**src/rtl/lake_pkg.sv**
```systemverilog
// Shared types and constants for the issue/operand path.
package lake_pkg;

    localparam int unsigned XLEN     = 32;
    localparam int unsigned REG_W    = 5;
    localparam int unsigned NUM_REGS = 32;

    typedef logic [REG_W-1:0] reg_idx_t;

    localparam reg_idx_t REG_ZERO = 5'd0;

    // Operand source select: x0 reads zero, a matching writeback wins over the register file.
    function automatic logic [XLEN-1:0] fwd_operand(
        input reg_idx_t        rs,
        input logic            wb_en,
        input reg_idx_t        wb_rd,
        input logic [XLEN-1:0] wb_val,
        input logic [XLEN-1:0] rf_val
    );
        if (rs == REG_ZERO) begin
            return '0;
        end
        if (wb_en && (wb_rd == rs)) begin
            return wb_val;
        end
        return rf_val;
    endfunction

endpackage

```
**src/rtl/scoreboard.sv**
```systemverilog
// Busy bits for in-flight destination registers; x0 never busy, set beats clear.
module scoreboard
    import lake_pkg::*;
(
    input  logic     i_clk,
    input  logic     i_rst_n,
    input  logic     i_set_en,
    input  reg_idx_t i_set_idx,
    input  logic     i_clr_a_en,
    input  reg_idx_t i_clr_a_idx,
    input  logic     i_clr_b_en,
    input  reg_idx_t i_clr_b_idx,
    input  reg_idx_t i_rs1_idx,
    input  reg_idx_t i_rs2_idx,
    input  reg_idx_t i_rd_idx,
    output logic     o_rs1_busy_c,
    output logic     o_rs2_busy_c,
    output logic     o_rd_busy_c
);

    logic [NUM_REGS-1:0] busy_q;
    logic [NUM_REGS-1:0] busy_d;

    always_comb begin
        busy_d = busy_q;
        if (i_clr_a_en) begin
            busy_d[i_clr_a_idx] = 1'b0;
        end
        if (i_clr_b_en) begin
            busy_d[i_clr_b_idx] = 1'b0;
        end
        if (i_set_en) begin
            busy_d[i_set_idx] = 1'b1;
        end
        busy_d[REG_ZERO] = 1'b0;
    end

    always_ff @(posedge i_clk or negedge i_rst_n) begin
        if (!i_rst_n) begin
            busy_q <= '0;
        end else begin
            busy_q <= busy_d;
        end
    end

    assign o_rs1_busy_c = busy_q[i_rs1_idx];
    assign o_rs2_busy_c = busy_q[i_rs2_idx];
    assign o_rd_busy_c  = busy_q[i_rd_idx];

endmodule

```
**src/rtl/operand_stage.sv**
```systemverilog
// Issue/operand-read stage: hazard check against the scoreboard, writeback forwarding, output register.
module operand_stage
    import lake_pkg::*;
#(
    parameter int unsigned PAYLOAD_W = 32
)
(
    input  logic                 i_clk,
    input  logic                 i_rst_n,
    input  logic                 i_valid,
    output logic                 o_ready,
    input  logic [4:0]           i_rs1,
    input  logic [4:0]           i_rs2,
    input  logic [4:0]           i_rd,
    input  logic                 i_use_rs1,
    input  logic                 i_use_rs2,
    input  logic                 i_wr_rd,
    input  logic [PAYLOAD_W-1:0] i_payload,
    output logic [4:0]           o_rf_rs1,
    output logic [4:0]           o_rf_rs2,
    input  logic [XLEN-1:0]      i_rf_rs1_val,
    input  logic [XLEN-1:0]      i_rf_rs2_val,
    input  logic                 i_wb_en,
    input  logic [4:0]           i_wb_rd,
    input  logic [XLEN-1:0]      i_wb_val,
    input  logic                 i_flush,
    output logic                 o_valid,
    input  logic                 i_ready,
    output logic [XLEN-1:0]      o_rs1_val,
    output logic [XLEN-1:0]      o_rs2_val,
    output logic [4:0]           o_rd,
    output logic                 o_wr_rd,
    output logic [PAYLOAD_W-1:0] o_payload
);

    logic rs1_busy_c;
    logic rs2_busy_c;
    logic rd_busy_c;
    logic hazard_c;
    logic accept_c;
    logic flush_clr_c;

    logic                 valid_q;
    logic [XLEN-1:0]      rs1_val_q;
    logic [XLEN-1:0]      rs2_val_q;
    reg_idx_t             rd_q;
    logic                 wr_rd_q;
    logic [PAYLOAD_W-1:0] payload_q;

    assign o_rf_rs1 = i_rs1;
    assign o_rf_rs2 = i_rs2;

    // A writeback landing this cycle resolves the hazard on its register.
    always_comb begin
        hazard_c = 1'b0;
        if (i_use_rs1 && (i_rs1 != REG_ZERO) && rs1_busy_c && !(i_wb_en && (i_wb_rd == i_rs1))) begin
            hazard_c = 1'b1;
        end
        if (i_use_rs2 && (i_rs2 != REG_ZERO) && rs2_busy_c && !(i_wb_en && (i_wb_rd == i_rs2))) begin
            hazard_c = 1'b1;
        end
        if (i_wr_rd && (i_rd != REG_ZERO) && rd_busy_c && !(i_wb_en && (i_wb_rd == i_rd))) begin
            hazard_c = 1'b1;
        end
    end

    assign o_ready     = (!valid_q || i_ready) && !hazard_c && !i_flush;
    assign accept_c    = i_valid && o_ready;
    // Only a live entry owns its busy bit; a stale rd after drain must not clear it.
    assign flush_clr_c = i_flush && valid_q && wr_rd_q;

    scoreboard u_sb (
        .i_clk        (i_clk),
        .i_rst_n      (i_rst_n),
        .i_set_en     (accept_c && i_wr_rd),
        .i_set_idx    (i_rd),
        .i_clr_a_en   (i_wb_en),
        .i_clr_a_idx  (i_wb_rd),
        .i_clr_b_en   (flush_clr_c),
        .i_clr_b_idx  (rd_q),
        .i_rs1_idx    (i_rs1),
        .i_rs2_idx    (i_rs2),
        .i_rd_idx     (i_rd),
        .o_rs1_busy_c (rs1_busy_c),
        .o_rs2_busy_c (rs2_busy_c),
        .o_rd_busy_c  (rd_busy_c)
    );

    always_ff @(posedge i_clk or negedge i_rst_n) begin
        if (!i_rst_n) begin
            valid_q   <= 1'b0;
            rs1_val_q <= '0;
            rs2_val_q <= '0;
            rd_q      <= '0;
            wr_rd_q   <= 1'b0;
            payload_q <= '0;
        end else if (accept_c) begin
            valid_q   <= 1'b1;
            rs1_val_q <= fwd_operand(i_rs1, i_wb_en, i_wb_rd, i_wb_val, i_rf_rs1_val);
            rs2_val_q <= fwd_operand(i_rs2, i_wb_en, i_wb_rd, i_wb_val, i_rf_rs2_val);
            rd_q      <= i_rd;
            wr_rd_q   <= i_wr_rd;
            payload_q <= i_payload;
        end else if (i_flush || i_ready) begin
            valid_q   <= 1'b0;
        end
    end

    assign o_valid   = valid_q;
    assign o_rs1_val = rs1_val_q;
    assign o_rs2_val = rs2_val_q;
    assign o_rd      = rd_q;
    assign o_wr_rd   = wr_rd_q;
    assign o_payload = payload_q;

endmodule

```
**config.mk**
```make
export PLATFORM = sky130hd
export DESIGN_NAME = operand_stage
export DESIGN_NICKNAME = d
export VERILOG_FILES = /design/src/rtl/lake_pkg.sv /design/src/rtl/scoreboard.sv /design/src/rtl/operand_stage.sv
export SDC_FILE = /design/constraint.sdc
export NUM_CORES = 1
export LEC_CHECK = 0
export CELL_PAD_IN_SITES_DETAIL_PLACEMENT = 0
export CELL_PAD_IN_SITES_GLOBAL_PLACEMENT = 1
export CORE_ASPECT_RATIO = 1.1
export CORE_MARGIN = 4
export CORE_UTILIZATION = 25
export CTS_CLUSTER_DIAMETER = 200
export DETAILED_ROUTE_END_ITERATION = 7
export GPL_ROUTABILITY_DRIVEN = 1
export HOLD_SLACK_MARGIN = 0.05
export PLACE_DENSITY_LB_ADDON = 0.15
export SLEW_MARGIN = 20
export SYNTH_ARGS = -nofsm -noshare
export SYNTH_HDL_FRONTEND = slang
export SYNTH_SLANG_ARGS = --single-unit
```
**constraint.sdc**
```tcl
create_clock -name i_clk -period 6.8 [get_ports i_clk]
set_clock_uncertainty 0.05 [all_clocks]
set_input_delay 1.02 -clock i_clk [delete_from_list [all_inputs] [get_ports i_clk]]
set_output_delay 1.02 -clock i_clk [all_outputs]
set_load 0.05 [all_outputs]
```
port_nets.png
(2 px per um)
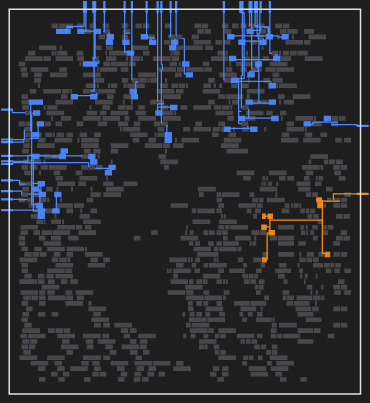
- orange: i_wb_en (bits 1; direction input; edge right; end cells 8; buffers 1; wire 114 um)
- blue: i_wb_val (bits 32; direction input; edge 21 top, 10 left, 1 right; end cells 64; buffers 32; wire 1,250 um)

metal_stack.png
(2 px per um)
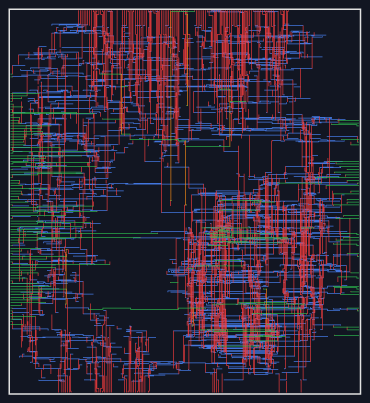
- blue: met1 (wire length 10,600 um)
- green: met3 (wire length 2,440 um)
- red: met2 (wire length 13,400 um)
- orange: met4 (wire length 284 um)
DR vias: 6,147
WL per Instance: 20.6 um
Tot GR Track Use: 0.156
Post-Route WL: 26,700 um

gate_families.png
(2 px per um)
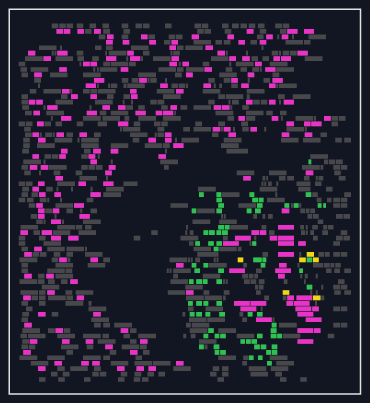
- yellow: AND-OR and OR-AND gates (cells 6; most used a221o_1)
- green: inverting AOI/OAI gates (cells 77; most used o221ai_1)
- magenta: multiplexers (cells 195; most used mux2_2; where spread over the die)

==> deck_impl_summary.md <==
Key Metrics from the Run

Setup path
  • Crit Path Max Fanout: 15
  • R2R Setup Slk: between 3 and 4 ns
  • CP required: 5.73 ns
  • Crit. End Element: output pin
  • CP dominant cell by count: clkdlybuf4s50_1
  • CP Launch Type: input port
  • CP peak stage delay: about 0.96 ns

Clock network
  • PostCTS Resize Cnt: 0
  • Hold_buf cts: 0
  • CTS root buffer: clkbuf_16

Layout
  • Filler Cells Inserted: between 3,000 and 4,000
  • Area growth syn-to-layout: 46.3%
  • Final nets: roughly 1,000
  • Top cell excl fill/tap: clkdlybuf4s50_1

Detailed routing
  • Routed met2 length: 13,400 um
  • DRC viols: 0
  • M1 WL: between 10,000 and 15,000 um
  • First DRT Iteration DRCs: 354
  • Iteration tally of the first detailed-router pass: 4

Global route
  • Vias in the first global route: roughly 6,400
  • First-pass GRT wire length: 40,200 um

Die
  • Starting Density: 0.256
  • Die W: 175 um
  • Die Area: approximately 0.034 mm^2

Synthesis
  • Netlist cell types: between 40 and 50
  • Post-Syn Nets: about 800
  • Most numerous cell in the Yosys netlist: dfrtp_1
  • FA/HA/MAJ Cells, Area Fraction: 0

Final timing
  • Setup ws final: 1.27 ns
  • Max frequency: about 180 MHz
  • RSZ-0062 raised after global routing: no
  • Slew margin rel.: 0.411
  • Final Hold Fails: 0
  • Fin crit period: approximately 5.5 ns

Place
  • Routability-driven placement congestion ratio: between 0.7 and 0.8

Run status
  • Status: complete, no violations
registers.png
(1.5 px per um) Other sequential cells in the stronger gray, the rest of the logic in the fainter gray.
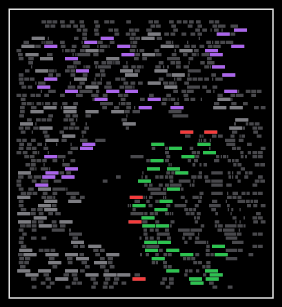
- purple: o_rs1_val (flops 32)
- red: o_rd (flops 5)
- green: u_sb.busy_q (flops 31)
- not colored: 66
sequential cell power: 1.09 mW
register fraction of the total cell area: 0.299

final_clocks.png
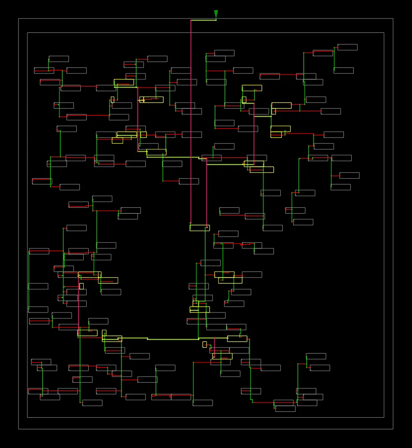
flop count: 134
cts bufs inserted: 17
clk pwr: 0.899 mW
TritonCTS Sinks: 134
CLK BUF: 21

cell type report:
cell class | count | area share
antenna | 4 | 0.000894
clock buffer | 21 | 0.0411
clock inverter | 10 | 0.00938
inverter | 9 | 0.00302
multi-input combinational | 435 | 0.352
sequential | 134 | 0.299
tap | 408 | 0.0456
timing repair buffer | 277 | 0.248
worst reg2reg max path, cell delays in order, from the launching register on:
cell and delay (ns):
dfrtp_1 0.44, mux4_2 0.49, a22oi_1 0.19, o221ai_1 0.18, o31ai_2 0.43, nand3_4 0.61, buf_12 0.48, mux2_4 0.35
where the power goes:
part           switching [mW]  total (mW)  internal (mW)  leakage, nW
clock network           0.347       0.899          0.553        0.278
registers               0.120        1.09          0.969         1.64
logic                   0.846        1.40          0.556         2.44
total                    1.31        3.39           2.08         4.36
stage by stage:
| stage | util | instances | area (um^2) |
|---|---|---|---|
| after floorplan | - | 643 | 7660 |
| after global placement | 0.355 | 1263 | 10600 |
| after detailed placement | 0.355 | 1263 | 10600 |
| after CTS | 0.374 | 1294 | 11200 |
| after global routing | 0.374 | 1295 | 11200 |
| final | 0.375 | 1298 | 11200 |
final timing paths:
path	startpoint	endpoint	depth (start not counted)
worst max register to register	u_sb.busy_q[31]	o_rs1_val[14]	7
max in group asynchronous	i_rst_n	o_payload[20]	2
min in group asynchronous	i_rst_n	o_payload[10]	1
worst max-delay path	i_rd[0]	o_ready	8
worst min-delay path	o_rs2_val[18]	o_rs2_val[18]	1
worst min register to register	o_rs2_val[18]	o_rs2_val[18]	1
flip-flops by register name (all words and copies together) (netlist names):
signal,count
o_valid,1
o_rs2_val,32
o_rs1_val,32
o_payload,32
u_sb.busy_q,31
o_wr_rd,1
o_rd,5
No activity file was given, so power comes from the tool's default toggle rates.
